$ cat config.mk
export PLATFORM = sky130hd
export DESIGN_NAME = shift_and_subtract_binary_divider
export DESIGN_NICKNAME = d
export VERILOG_FILES = /design/src/rtl/shift_divider_pkg.sv /design/src/rtl/shift_subtract_div_step.sv /design/src/rtl/shift_and_subtract_binary_divider.sv
export SDC_FILE = /design/constraint.sdc
export NUM_CORES = 1
export LEC_CHECK = 0
export ABC_AREA = 1
export CORE_MARGIN = 2
export CORE_UTILIZATION = 36
export CTS_CLUSTER_DIAMETER = 100
export CTS_CLUSTER_SIZE = 30
export DETAILED_ROUTE_END_ITERATION = 6
export HOLD_SLACK_MARGIN = 0.15
export SYNTH_ARGS = -nofsm -noshare
export SYNTH_HDL_FRONTEND = slang
export SYNTH_SLANG_ARGS = --single-unit
$ cat constraint.sdc
create_clock -name clk -period 1.95 [get_ports clk]
set_clock_uncertainty 0.05 [all_clocks]
set_input_delay 0.195 -clock clk [delete_from_list [all_inputs] [get_ports clk]]
set_output_delay 0.195 -clock clk [all_outputs]
set_load 0.02 [all_outputs]
$ cat src/rtl/shift_divider_pkg.sv
// Shared types and default widths for the shift-and-subtract divider.
package shift_divider_pkg;

   typedef enum logic {
      IDLE = 1'b0,
      CALC = 1'b1
   } state_t;

   localparam int DIV_M = 8;
   localparam int DIV_N = 8;
   localparam int DIV_CNT_W = $clog2(DIV_M + 1);

endpackage

$ cat src/rtl/shift_subtract_div_step.sv
// One combinational restoring-division step: shift in a dividend bit, trial-subtract the divisor.
module shift_subtract_div_step #(
   parameter int n = 8
) (
   input  logic [n-1:0] w,
   input  logic         din,
   input  logic [n-1:0] b,
   output logic [n-1:0] w_nx,
   output logic         q_bit
);

   logic [n:0] shifted;

   // The n+1-bit shifted remainder is the working value; after restoring it always fits in n bits.
   assign shifted = {w, din};
   assign q_bit   = (shifted >= {1'b0, b});
   assign w_nx    = q_bit ? (shifted[n-1:0] - b) : shifted[n-1:0];

endmodule

$ cat src/rtl/shift_and_subtract_binary_divider.sv
// Sequential unsigned restoring divider, one quotient bit per clock, MSB first.
// Optional DIVIDER_DBZ_FAST_EN: a zero divisor finishes one clock after acceptance.
//
// state | meaning
// IDLE  | waiting for start; results held
// CALC  | one restoring iteration per clock
module shift_and_subtract_binary_divider
   import shift_divider_pkg::*;
#(
   parameter int m = DIV_M,
   parameter int n = DIV_N
) (
   input  logic         clk,
   input  logic         rst,
   input  logic         start,
   input  logic [m-1:0] A,
   input  logic [n-1:0] B,
   output logic         busy,
   output logic         done,
   output logic [m-1:0] Q,
   output logic [n-1:0] R,
   output logic         div_by_zero
);

   localparam int CNT_W = $clog2(m + 1);

   state_t             state, state_nx;
   logic               load, iter, finish, last;
   logic [m-1:0]       dvd;
   logic [n-1:0]       w, w_nx, b_reg;
   logic               q_bit;
   logic [CNT_W-1:0]   cnt;
   logic               fast_dbz;
   logic [m-1:0]       q_fin;
   logic [n-1:0]       r_fin;

   shift_subtract_div_step #(.n(n)) u_step (
      .w     (w),
      .din   (dvd[m-1]),
      .b     (b_reg),
      .w_nx  (w_nx),
      .q_bit (q_bit)
   );

`ifdef DIVIDER_DBZ_FAST_EN
   always_ff @(posedge clk or posedge rst) begin
      if (rst)       fast_dbz <= 1'b0;
      else if (load) fast_dbz <= (B == '0);
   end
`else
   assign fast_dbz = 1'b0;
`endif

   assign last = fast_dbz || (cnt == CNT_W'(m - 1));

   always_ff @(posedge clk or posedge rst) begin
      if (rst) state <= IDLE;
      else     state <= state_nx;
   end

   always_comb begin
      state_nx = state;
      load     = 1'b0;
      iter     = 1'b0;
      finish   = 1'b0;
      case (state)
         IDLE: begin
            if (start) begin
               load     = 1'b1;
               state_nx = CALC;
            end
         end
         CALC: begin
            iter = 1'b1;
            if (last) begin
               finish   = 1'b1;
               state_nx = IDLE;
            end
         end
         default: state_nx = IDLE;
      endcase
   end

   // The dividend register doubles as the quotient: bits leave at the MSB, quotient bits enter at the LSB.
   assign q_fin = fast_dbz ? '1 : {dvd[m-2:0], q_bit};
   assign r_fin = fast_dbz ? dvd[n-1:0] : w_nx;

   always_ff @(posedge clk or posedge rst) begin
      if (rst) begin
         dvd         <= '0;
         w           <= '0;
         b_reg       <= '0;
         cnt         <= '0;
         done        <= 1'b0;
         Q           <= '0;
         R           <= '0;
         div_by_zero <= 1'b0;
      end else begin
         done <= finish;
         if (load) begin
            dvd   <= A;
            b_reg <= B;
            w     <= '0;
            cnt   <= '0;
         end else if (iter) begin
            dvd <= {dvd[m-2:0], q_bit};
            w   <= w_nx;
            cnt <= cnt + CNT_W'(1);
         end
         if (finish) begin
            Q           <= q_fin;
            R           <= r_fin;
            div_by_zero <= (b_reg == '0);
         end
      end
   end

   assign busy = (state == CALC);

endmodule

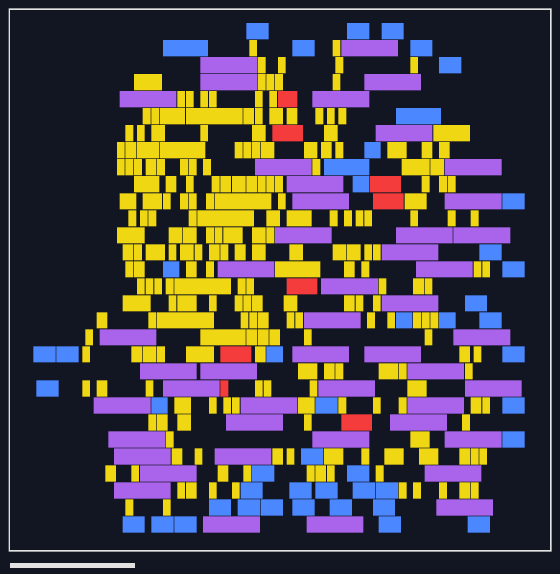
(run_1/class_map.png)
Bar = 20 um.
[purple] sequential cells | cells: 47
[red] clock drivers and dummy loads | cells: 8
[yellow] remaining logic cells | cells: 237
[blue] remaining buffers and delay cells | cells: 47

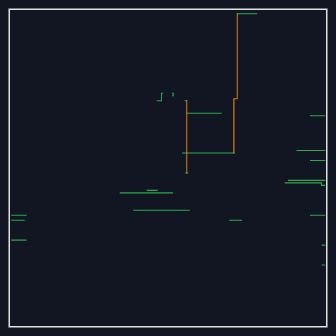
(run_1/layers.png)
Two of the layers only.
[green] M3 | wire length: 123 um
[orange] M4 | wire length: 58.7 um
wire per inst: 13.4 um
Total Routing Usage GR: 0.160
routed wire length: 5.60 mm

==> ci_impl_report.md, run 1 <==
## Implementation flow summary

| Metric | Value |
|---|---|
| Max Slew Vio Count | 0 |
| Cell area leaders | dfrtp_1 48%, nand2_1 16%, inv_1 5.1% |
| P per Cell Area | roughly 2000 nW/um^2 |
| Status | finished, final reports clean |
| Mapped Nets | between 300 and 400 |
| Synth Cell Area | about 2400 um^2 |
| Max VDD drop | approximately 0.56 mV |
| Most frequent cells in the layout | 102 x nand2_1, 47 x dfrtp_1, 37 x clkdlybuf4s50_1 |
| Placed cell areas | just under 3000 um^2 |
| Reg clk slew, reported paths | 0.09 ns |
| Critical path required time | around 2.1 ns |
| Drt pass-1 iters | 4 |
| CTS tree | built |
| Library cells used by synthesis | 34 |
| Largest area contributor in the netlist | dfrtp_1 |
| Seq power | around 1.8 mW |
| Post-DR vias/cell | 4.79 |
| CP bufs+invs | 2 |
| Global route overflow | 0 |
| Ys async rst share | 1.00 |
| Combinational share of power | 0.629 |
| Fin cells | 419 |
| Kind of critical path | reg -> reg |
| Top pwr grp | combinational logic |
| DP Wirelength | between 4 and 5 mm |
| Hold-fix buffers at CTS | 0 |
| Top-area cell share | 0.482 |
| P_clk | around 0.63 mW |
| Nets | 367 |
| Final Hold Vio Count | 0 |
| Syn. warnings | 0 |
| Worst endpoint data arrival time | 1.95 ns |
| Combinational gate power | between 4 and 5 mW |
| Area Overhead vs Synth | 29.5% |
| Synth Flop Type | dfrtp_1 |
| Yosys cell count | 290 |
| Diodes inserted | 0 |
| Max Clk Rate | around 550 MHz |
| EDFF count, synth | 0 |
| Slowest stage delay, CP | about 0.41 ns |
| Relative slew slack | 0.708 |
| Initial antenna violation count | 0 |
| Pre-CTS WS | around 0.0060 ns |
| Worst-path cell chain | ha_1 -> inv_2 -> nor2_1 -> nand3b_1 -> nor2_4 -> nor2_4 -> buf_12 -> nand2_4 -> nand2_1 -> nand3_1 -> nand2_1 |
| ANT nets after route | 0 |
| Clock sink total | 47 |
| # placed instances | slightly above 400 |
| Final Util | 0.473 |
| Synth Area per Inst | 8.42 um^2 |
| Fin worst setup slack | roughly 0.15 ns |
| Final worst path period need | between 1.5 and 2 ns |
| Most numerous logic cell after layout | nand2_1 |
| RD Place Congestion | between 0.9 and 1 |
| Tcrit/Tclk final | 0.925 |
| Power share of the sequential group | 0.274 |
| RR Startpoint | w[6] |
| P_sw | ~3.0 mW |
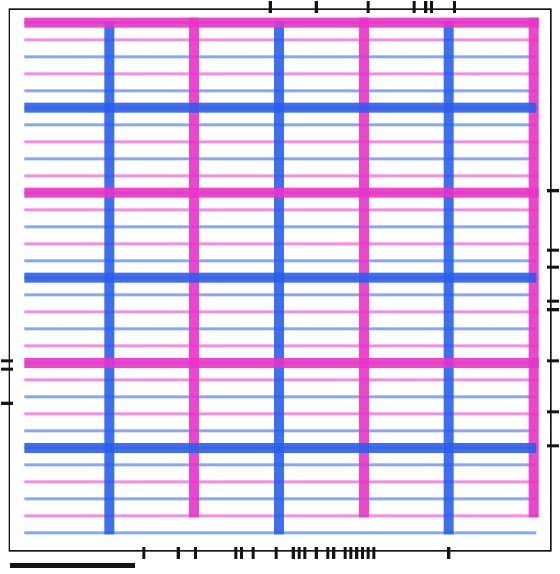
(run_1/floorplan.png)
Bar = 20 um. Pins as bars on the die edge.
[magenta] VDD
[blue] VSS
rows: 30
met4 straps: 6
met1 rails: 31

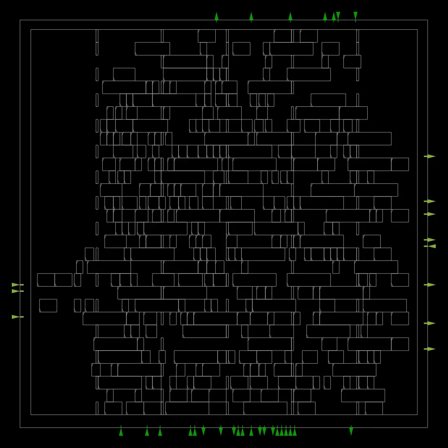
(run_1/placed.png)
area of the core: 6680 um^2
filler instances: 648
row cnt: 30

run 1: final cells by class:
type                       instances  share of cell area
timing repair buffer              47               0.153
tap                               80              0.0317
multi-input combinational        201               0.371
sequential                        47               0.372
inverter                          36              0.0428
clock inverter                     1             0.00277
clock buffer                       7              0.0273
run 1: cell families (layout without fill, tap and decap cells):
kind of cell               Yosys count  count (layout)  synth area share
buffers and inverters               44              91            0.0769
muxes                                1               1           0.00410
xor gates and xnor gates             3               3            0.0108
DFF                                 47              47             0.482
AOI/OAI and AO/OA                   32              32            0.0820
adders and majority gates           10              10            0.0543
and+or+nand+nor                    153             155             0.290
run 1: final timing paths:
check | cells after the start | slack, ns | endpoint
worst max-delay path | 11 | 0.15 | R[0]
worst min-delay path | 2 | 0.17 | w[1]
worst max register to register | 11 | 0.15 | R[0]
worst min register to register | 2 | 0.43 | R[2]
max in group asynchronous | 3 | 1.18 | dvd[7]
min in group clk | 3 | 0.41 | b_reg[2]
run 1: synth_stat cells (2+ instances only):
cell	number
inv_2	3
o21ai_0	10
xor2_1	2
buf_2	3
buf_6	2
o21ai_1	7
nand4_1	4
dfrtp_1	47
o221ai_1	7
inv_1	33
nor2_2	2
nand2_2	13
nand3_1	19
ha_1	9
a21oi_1	3
nor2_1	6
nand2_1	102
clkbuf_1	2
run 1: per-layer routing:
metal | global-route usage | part of all wire | vias to the layer above
met5 | 0 | 0 | -
met4 | 0.0639 | 0.010 | 0
met3 | 0.0248 | 0.022 | 5
met2 | 0.253 | 0.49 | 28
met1 | 0.220 | 0.48 | 946
li1 | - | - | 1027
run 1: what timing repair did:
item                       CTS  global route
setup endpoints to repair    3            17
pin swaps                    1             3
gates resized                0            13
gates cloned                 0             2
buffers inserted             0             2
==> run_1/clock_wires.png <==
Bar = 20 um.
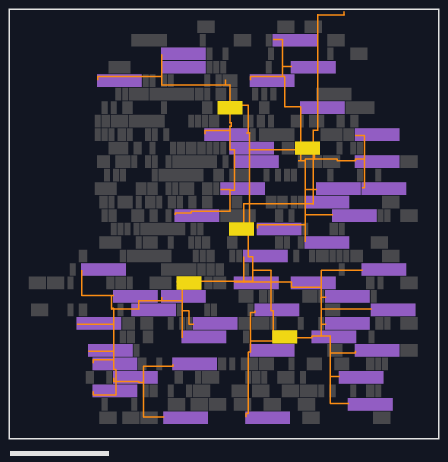

==> run 2, diff against run 1 <==
Clock period 1.95 ns to 2.15 ns, I/O delays scaled along.
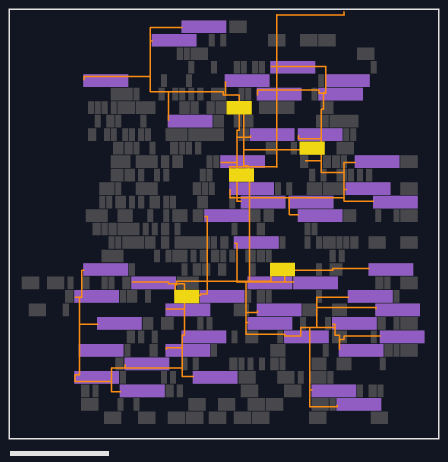
(run_2/clock_wires.png)
Bar = 20 um.
[yellow] clock-net drivers | count: 5
[orange] clock wires | length: 588 um
[purple] flip-flops | count: 47
flops lie: spread over the die
routed clock nets: 6
Clk Latency, worst-skew pair: 0.30 ns
clock power share: 0.098
P_clk: 0.526 mW

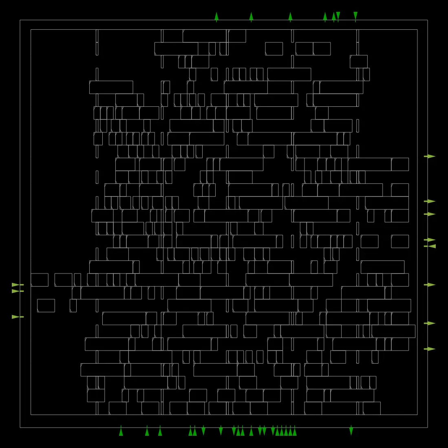
(run_2/placed.png)
TAP cells: 80
filler instances: 665

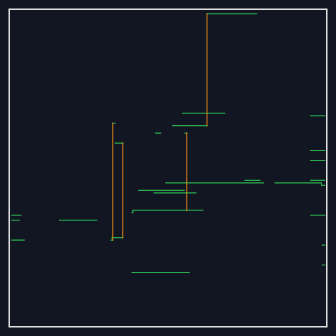
(run_2/layers.png)
Two of the layers only.
wire per inst: 13.1 um
routed wire length: 5.41 mm
Total Routing Usage GR: 0.161

==> ci_impl_report.md, run 2 <==
## Implementation flow summary

| Metric | Value |
|---|---|
| Final Hold Vio Count | 0 |
| Max Clk Rate | ~520 MHz |
| Mapped Nets | between 300 and 400 |
| R2r setup slk | 0.22 ns |
| Max VDD drop | between 0.4 and 0.5 mV |
| CP bufs+invs | 0 |
| CP endpoint | w[7] |
| Tcrit/Tclk final | 0.898 |
| Hold-fix buffers at CTS | 0 |
| Slowest stage delay, CP | 0.43 ns |
| Largest area contributor in the netlist | dfrtp_1 |
| Synth Area per Inst | about 8.4 um^2 |
| EDFF count, synth | 0 |
| Most numerous logic cell after layout | nand2_1 |
| Most frequent cells in the layout | 102 x nand2_1, 47 x dfrtp_1, 37 x clkdlybuf4s50_1 |
| Worst endpoint data arrival time | roughly 2.1 ns |
| Relative slew slack | 0.633 |
| Synth Cell Area | approximately 2400 um^2 |
| Synth Flop Type | dfrtp_1 |
| Reg-to-reg endpoint | w[7] |
| Placed cell areas | ~3000 um^2 |
| Most common cell in the synthesized netlist | nand2_1 |
| Area of the core | between 6000 and 7000 um^2 |
| Resized Gates After CTS | 0 |
| Top-area cell share | 0.482 |
| Worst-path cell chain | ha_1 -> nand2_1 -> nand2_1 -> a21oi_2 -> nand2_2 -> nand2_4 -> nand2_8 -> nand2_2 -> nand2_1 -> nand2_1 -> nand2_1 |
| P per Cell Area | roughly 1800 nW/um^2 |
| CTS tree | built |
| Ys async rst share | 1.00 |
| Worst R2R Path Depth | 11 |
| Syn. warnings | 0 |
| Drt pass-1 iters | 4 |
| Row cnt | 30 |
| WP depth | 11 |
| Max Slew Vio Count | 0 |
| Yosys cell count | 290 |
| Kind of critical path | reg -> reg |
| Reg clk slew, reported paths | 0.09 ns |
| Nets | ~360 |
| Library cells used by synthesis | 34 |
| Final setup viols | 0 |
| RR Startpoint | w[1] |
| Global route overflow | 0 |
| Clock sink total | 47 |
| Status | finished, final reports clean |
| DP Wirelength | 4.05 mm |
| # placed instances | a little over 400 |
| Fin cells | roughly 410 |
| Area Overhead vs Synth | 22.9% |
-- run 2: cell count changes in the layout (fill, tap and decap cells not counted), sizes merged --
| cell | delta |
|---|---|
| buf | -4 |
| clkbuf | -2 |
| clkinv | +1 |
| nand2 | -1 |
| nor2 | -1 |
-- run 2: kinds of logic after synthesis --
group | after synthesis | synth area share
simple gates | 153 | 0.290
flops | 47 | 0.482
buf+inv | 44 | 0.0769
compound gates | 32 | 0.0820
fa+ha+maj | 10 | 0.0543
xor+xnor | 3 | 0.0108
mux | 1 | 0.00410
-- run 2: power by group --
group / switching, mW / internal [mW]
registers: 0.270 / 1.31
logic: 1.98 / 1.28
clock network: 0.302 / 0.223
total: 2.55 / 2.82
-- run 2: routing by layer --
metal  part of all wire  global-route usage  up-vias
met5                  0                   0        -
met4              0.020              0.0511        0
met3              0.034              0.0238        8
met2               0.46               0.252       39
met1               0.48               0.229      901
li1                   -                   -     1009
-- run 2: cell type report --
type | instances | area, um^2 | area share
Inverter | 36 | 135 | 0.0451
Clock inverter | 2 | 13.8 | 0.00459
Clock buffer | 5 | 68.8 | 0.0229
Timing Repair Buffer | 43 | 428 | 0.143
Tap cell | 80 | 100 | 0.0334
Multi-Input combinational cell | 199 | 1080 | 0.359
Sequential cell | 47 | 1180 | 0.392
-- run 2: metrics by stage --
step	hold slack, ns	power (mW)	util	setup slack (ns)
floorplan	0.286	4.03	-	0.468
global placement	0.413	4.83	0.437	0.221
detailed placement	0.414	4.89	0.437	0.213
CTS	0.237	5.42	0.449	0.189
global route	0.282	5.94	0.449	0.0157
finish	0.228	5.36	0.449	0.219
Power figures rest on the tool's default switching activity, not on a simulated workload.
